$ cat src/rtl/alu_pkg.sv
// Shared ALU definitions: ALUFUN opcodes used by ALU control and the multiply sequencer.
`timescale 1ns/1ps
package alu_pkg;

    localparam int unsigned ALUFUN_W = 4;

    typedef logic [ALUFUN_W-1:0] alufun_t;

    // ARM data-processing opcodes as presented to the shared ALU
    localparam alufun_t ALUFUN_AND = 4'b0000;
    localparam alufun_t ALUFUN_EOR = 4'b0001;
    localparam alufun_t ALUFUN_SUB = 4'b0010;
    localparam alufun_t ALUFUN_RSB = 4'b0011;
    localparam alufun_t ALUFUN_ADD = 4'b0100;
    localparam alufun_t ALUFUN_ADC = 4'b0101;
    localparam alufun_t ALUFUN_SBC = 4'b0110;
    localparam alufun_t ALUFUN_RSC = 4'b0111;
    localparam alufun_t ALUFUN_ORR = 4'b1100;
    localparam alufun_t ALUFUN_MOV = 4'b1101;
    localparam alufun_t ALUFUN_BIC = 4'b1110;
    localparam alufun_t ALUFUN_MVN = 4'b1111;

    typedef enum logic [1:0] {
        IDLE = 2'd0,
        ITER = 2'd1,
        DONE = 2'd2
    } mul_state_t;

endpackage

$ cat src/rtl/mul_sequencer_if.sv
// Core/ALU <-> multiply sequencer connection; master is the core side, slave the sequencer.
`timescale 1ns/1ps
interface mul_sequencer_if #(
    parameter int unsigned BUS = 32
);
    logic           start;
    logic           accumulate;
    logic           set_flags;
    logic           cancel;
    logic [BUS-1:0] op_rm;
    logic [BUS-1:0] op_rs;
    logic [BUS-1:0] op_rn;
    logic [BUS-1:0] alu_a;
    logic [BUS-1:0] alu_b;
    logic [3:0]     alu_fun;
    logic [BUS-1:0] alu_result;
    logic           busy;
    logic           done;
    logic [BUS-1:0] result;
    logic           flag_n;
    logic           flag_z;
    logic           flags_valid;

    modport master (
        output start, accumulate, set_flags, cancel, op_rm, op_rs, op_rn, alu_result,
        input  alu_a, alu_b, alu_fun, busy, done, result, flag_n, flag_z, flags_valid
    );

    modport slave (
        input  start, accumulate, set_flags, cancel, op_rm, op_rs, op_rn, alu_result,
        output alu_a, alu_b, alu_fun, busy, done, result, flag_n, flag_z, flags_valid
    );

endinterface

$ cat src/rtl/mul_sequencer.sv
// MUL/MLA sequencer: radix-2 shift-add over the shared ALU, one ADD per cycle,
// terminating once no multiplier bits remain.
`timescale 1ns/1ps
module mul_sequencer
    import alu_pkg::*;
#(
    parameter int unsigned BUS     = 32,
    parameter logic [3:0]  ALU_ADD = ALUFUN_ADD
) (
    input  logic          clk,
    input  logic          rst_n,
    mul_sequencer_if.slave bus
);

    localparam int unsigned CNT_W = $clog2(BUS);

    mul_state_t     state, state_n;
    logic [BUS-1:0] acc, acc_n;
    logic [BUS-1:0] mcand, mcand_n;
    logic [BUS-1:0] mult, mult_n;
    logic [CNT_W-1:0] cnt, cnt_n;
    logic           sf_q, sf_n;

    // Next-state and datapath update
    always_comb begin
        state_n = state;
        acc_n   = acc;
        mcand_n = mcand;
        mult_n  = mult;
        cnt_n   = cnt;
        sf_n    = sf_q;
        if (bus.cancel) begin
            state_n = IDLE;
        end else begin
            case (state)
                IDLE: begin
                    if (bus.start) begin
                        acc_n   = bus.accumulate ? bus.op_rn : '0;
                        mcand_n = bus.op_rm;
                        mult_n  = bus.op_rs;
                        cnt_n   = '0;
                        sf_n    = bus.set_flags;
                        state_n = (bus.op_rs != '0) ? ITER : DONE;
                    end
                end
                ITER: begin
                    acc_n   = bus.alu_result;
                    mcand_n = mcand << 1;
                    mult_n  = mult >> 1;
                    cnt_n   = cnt + CNT_W'(1);
                    if ((mult_n == '0) || (cnt == CNT_W'(BUS - 1))) begin
                        state_n = DONE;
                    end
                end
                DONE:    state_n = IDLE;
                default: state_n = IDLE;
            endcase
        end
    end

    // ALU operands are registered one cycle ahead so they equal acc/mcand while in ITER
    always_ff @(posedge clk or negedge rst_n) begin
        if (!rst_n) begin
            state           <= IDLE;
            acc             <= '0;
            mcand           <= '0;
            mult            <= '0;
            cnt             <= '0;
            sf_q            <= 1'b0;
            bus.alu_a       <= '0;
            bus.alu_b       <= '0;
            bus.alu_fun     <= '0;
            bus.busy        <= 1'b0;
            bus.done        <= 1'b0;
            bus.result      <= '0;
            bus.flag_n      <= 1'b0;
            bus.flag_z      <= 1'b0;
            bus.flags_valid <= 1'b0;
        end else begin
            state           <= state_n;
            acc             <= acc_n;
            mcand           <= mcand_n;
            mult            <= mult_n;
            cnt             <= cnt_n;
            sf_q            <= sf_n;
            bus.busy        <= (state_n != IDLE);
            bus.done        <= (state_n == DONE);
            bus.flags_valid <= (state_n == DONE) && sf_n;
            if (state_n == ITER) begin
                bus.alu_a   <= acc_n;
                bus.alu_b   <= mult_n[0] ? mcand_n : '0;
                bus.alu_fun <= ALU_ADD;
            end else begin
                bus.alu_a   <= '0;
                bus.alu_b   <= '0;
                bus.alu_fun <= '0;
            end
            if (state_n == DONE) begin
                bus.result <= acc_n;
                bus.flag_n <= acc_n[BUS-1];
                bus.flag_z <= (acc_n == '0);
            end
        end
    end

endmodule

$ cat src/flat_wrapper.sv
// flat-port wrapper written by rule: the top's interface ports become plain ports
module mul_sequencer_flat import alu_pkg::*;
#(
    parameter int unsigned BUS     = 32,
    parameter logic [3:0]  ALU_ADD = ALUFUN_ADD
)
  (clk, rst_n, bus_start, bus_accumulate, bus_set_flags, bus_cancel, bus_op_rm, bus_op_rs, bus_op_rn, bus_alu_result, bus_alu_a, bus_alu_b, bus_alu_fun, bus_busy, bus_done, bus_result, bus_flag_n, bus_flag_z, bus_flags_valid);
  mul_sequencer_if #(.BUS(BUS)) bus_i ();
  input  logic clk;
  input  logic rst_n;
  input wire logic [$bits(bus_i.start)-1:0] bus_start;
  input wire logic [$bits(bus_i.accumulate)-1:0] bus_accumulate;
  input wire logic [$bits(bus_i.set_flags)-1:0] bus_set_flags;
  input wire logic [$bits(bus_i.cancel)-1:0] bus_cancel;
  input wire logic [$bits(bus_i.op_rm)-1:0] bus_op_rm;
  input wire logic [$bits(bus_i.op_rs)-1:0] bus_op_rs;
  input wire logic [$bits(bus_i.op_rn)-1:0] bus_op_rn;
  input wire logic [$bits(bus_i.alu_result)-1:0] bus_alu_result;
  output wire logic [$bits(bus_i.alu_a)-1:0] bus_alu_a;
  output wire logic [$bits(bus_i.alu_b)-1:0] bus_alu_b;
  output wire logic [$bits(bus_i.alu_fun)-1:0] bus_alu_fun;
  output wire logic [$bits(bus_i.busy)-1:0] bus_busy;
  output wire logic [$bits(bus_i.done)-1:0] bus_done;
  output wire logic [$bits(bus_i.result)-1:0] bus_result;
  output wire logic [$bits(bus_i.flag_n)-1:0] bus_flag_n;
  output wire logic [$bits(bus_i.flag_z)-1:0] bus_flag_z;
  output wire logic [$bits(bus_i.flags_valid)-1:0] bus_flags_valid;
  assign bus_i.start = bus_start;
  assign bus_i.accumulate = bus_accumulate;
  assign bus_i.set_flags = bus_set_flags;
  assign bus_i.cancel = bus_cancel;
  assign bus_i.op_rm = bus_op_rm;
  assign bus_i.op_rs = bus_op_rs;
  assign bus_i.op_rn = bus_op_rn;
  assign bus_i.alu_result = bus_alu_result;
  assign bus_alu_a = bus_i.alu_a;
  assign bus_alu_b = bus_i.alu_b;
  assign bus_alu_fun = bus_i.alu_fun;
  assign bus_busy = bus_i.busy;
  assign bus_done = bus_i.done;
  assign bus_result = bus_i.result;
  assign bus_flag_n = bus_i.flag_n;
  assign bus_flag_z = bus_i.flag_z;
  assign bus_flags_valid = bus_i.flags_valid;
  mul_sequencer #(.BUS(BUS), .ALU_ADD(ALU_ADD)) u_core (.clk(clk), .rst_n(rst_n), .bus(bus_i));
endmodule
$ cat config.mk
export PLATFORM = sky130hd
export DESIGN_NAME = mul_sequencer_flat
export DESIGN_NICKNAME = d
export VERILOG_FILES = /design/src/rtl/alu_pkg.sv /design/src/rtl/mul_sequencer_if.sv /design/src/rtl/mul_sequencer.sv /design/src/flat_wrapper.sv
export SDC_FILE = /design/constraint.sdc
export NUM_CORES = 1
export LEC_CHECK = 0
export ABC_AREA = 1
export CAP_MARGIN = 25
export CORE_MARGIN = 4
export CORE_UTILIZATION = 40
export CTS_CLUSTER_DIAMETER = 200
export CTS_CLUSTER_SIZE = 12
export DETAILED_ROUTE_END_ITERATION = 8
export GPL_TIMING_DRIVEN = 0
export PLACE_DENSITY = 0.78
export SYNTH_ARGS = -nofsm -noshare
export SYNTH_HDL_FRONTEND = slang
export SYNTH_SLANG_ARGS = --single-unit
$ cat constraint.sdc
create_clock -name clk -period 3.04 [get_ports clk]
set_clock_uncertainty 0.1 [all_clocks]
set_input_delay 0.76 -clock clk [delete_from_list [all_inputs] [get_ports clk]]
set_output_delay 0.76 -clock clk [all_outputs]
set_load 0.05 [all_outputs]
clk_routes.png
Bar = 50 um.
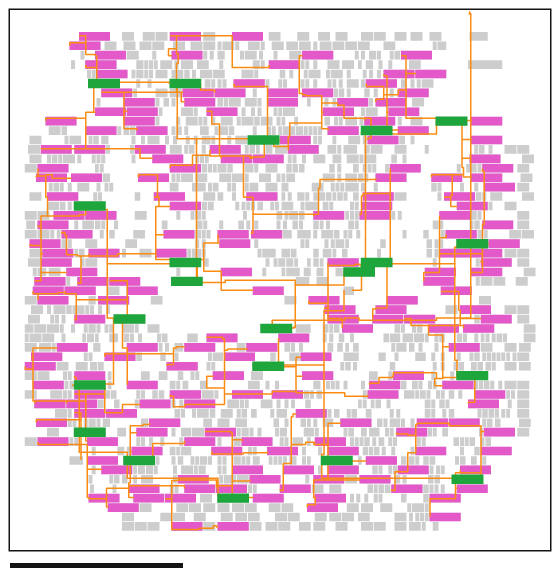
legend:
  magenta:
    item: flip-flops
    count: 205
  green:
    item: clock drivers
    count: 21
  orange:
    item: clock wires
    length: 2640 um
routed clock nets: 22
flops lie: all over the die
power consumed by the clock network: 2.26 mW
insertion delay to the later sink of the worst-skew pair: 0.50 ns

flops_by_reg.png
Other sequential cells in the stronger gray, the rest of the logic in the fainter gray.
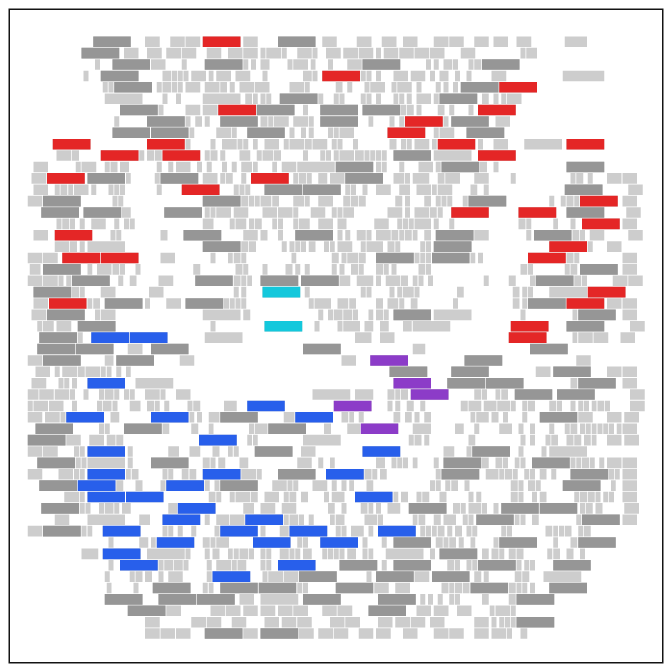
legend:
  cyan:
    netlist_name: u_core.state
    sequential_cells: 2
  purple:
    netlist_name: u_core.cnt
    sequential_cells: 5
    where: center
  red:
    netlist_name: u_core.bus.result
    sequential_cells: 31
  blue:
    netlist_name: u_core.mcand
    sequential_cells: 32
not colored: 135
register cell area after layout: 5130 um2
sequential-cell power consumption: 3.20 mW
flop share of the area: 42.6%

congestion.png
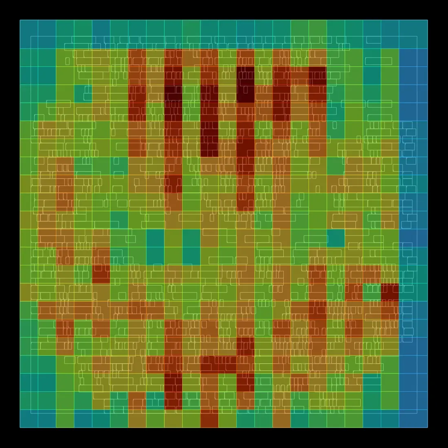
met3 usage in global routing: 4.49%
Final Core Density: 56.5%
most heavily used metal layer in global routing: met2
grt met2 use: 36.0%

==> run summary <==
run metrics: Worst IR Drop VDD 0.368 mV, multiplexer share of the synthesized area 0%, Largest cell class sequential cells, antenna diode instance count 2, clock network area share 4.56%, setup violators final 0, r2r endpoint u_core.bus.result[26]$_DFFE_PN0N_, minimum hold slack between 0.15 and 0.2 ns, path type of the worst min-delay path in2async, depth of the critical timing path with buffers and inverters included 13, Sw Ratio 30.8%, leading cell type by number of instances after synthesis nand2_1, sequential element share of the synthesized area 58.7%, maximum clock insertion buffer count 3, flip-flop cell with the highest count after synthesis dfrtp_1, max frequency 371 MHz, run status completed, switching power 2.15 mW, number of hold buffers added after CTS 0, core area 21300 um2, nets@finish 1407, top contributor to total power sequential cells, combinational share of power 21.8%, count of inverters not on the clock network in the layout ~83, PwrDens 580 nW/um2, Yosys chip area 8740 um2, area used by multi-input combinational logic 2990 um2, number of max-cap violations 0, number of sinks driven by the clock tree 205, Met2 Wirelength 13200 um, non-filler cells, final 1549, clock transition time at the flip-flop clock pins of the worst setup and hold paths 0.07 ns, met1 global-route usage 31.0%, unrepaired setup endpoints after global routing false, time the worst path needs with I/O delays and setup about 2.7 ns, DR DRC count 0, worst setup path category in2reg, number of instances in the synthesized netlist between 1000 and 1500, max-slew violations 0, library cells used by synthesis 30, post-synth tally of flip-flops with integrated enable 0, number of optimization iterations in the first detailed-route pass 8, mean post-synth cell area roughly 8.7 um2, via count of the first global-routing pass 8084, R2R depth 9, global-route total usage across every layer 22.8%, die outline area 24300 um2, worst endpoint data arrival time 2.99 ns, async set-or-reset flop fraction in the synthesized netlist 100%, count of placed standard cells including taps 1523, flops & latches, synth 205, RR Startpoint u_core.state[0]$_DFF_PN0_, cell area after placement 11500 um2, number of rows created at floorplan 53, total number of warnings across the stage logs 28, Power Total 6.98 mW, num tapcells 275, uppermost signal routing layer after detailed routing met4, number of clock buffers inserted by TritonCTS 21, fraction of standard cell area in multi-input logic 24.9%, total internal power 4.83 mW, number of fillers in the final layout 1923, series of cell instances along the critical path clkdlybuf4s50_1, inv_1, nor2_4, nand2_2, buf_4, nor2_1, nor2_2, nand2_1, nor2_1, nand3_1, nor2_1, nand2_1, nand2_1, combinational group power 1.52 mW, delay of the slowest cell on the worst path 0.64 ns, worst endpoint required time 3.33 ns, clock tree from TritonCTS built, Multi-Input Combinational ~670, area share of buffers outside the clock network 22.4%, met1 WL 11800 um, Layout Cell Area excl Fill 12000 um2, post-cts sizing count 0, compound-gate portion of the synthesized area roughly a tenth, bufs w/o clock about 300, top cells by count, synth 236 x nand2_1, 205 x dfrtp_1, 201 x nor2_1
No activity file was given, so power comes from the tool's default toggle rates.
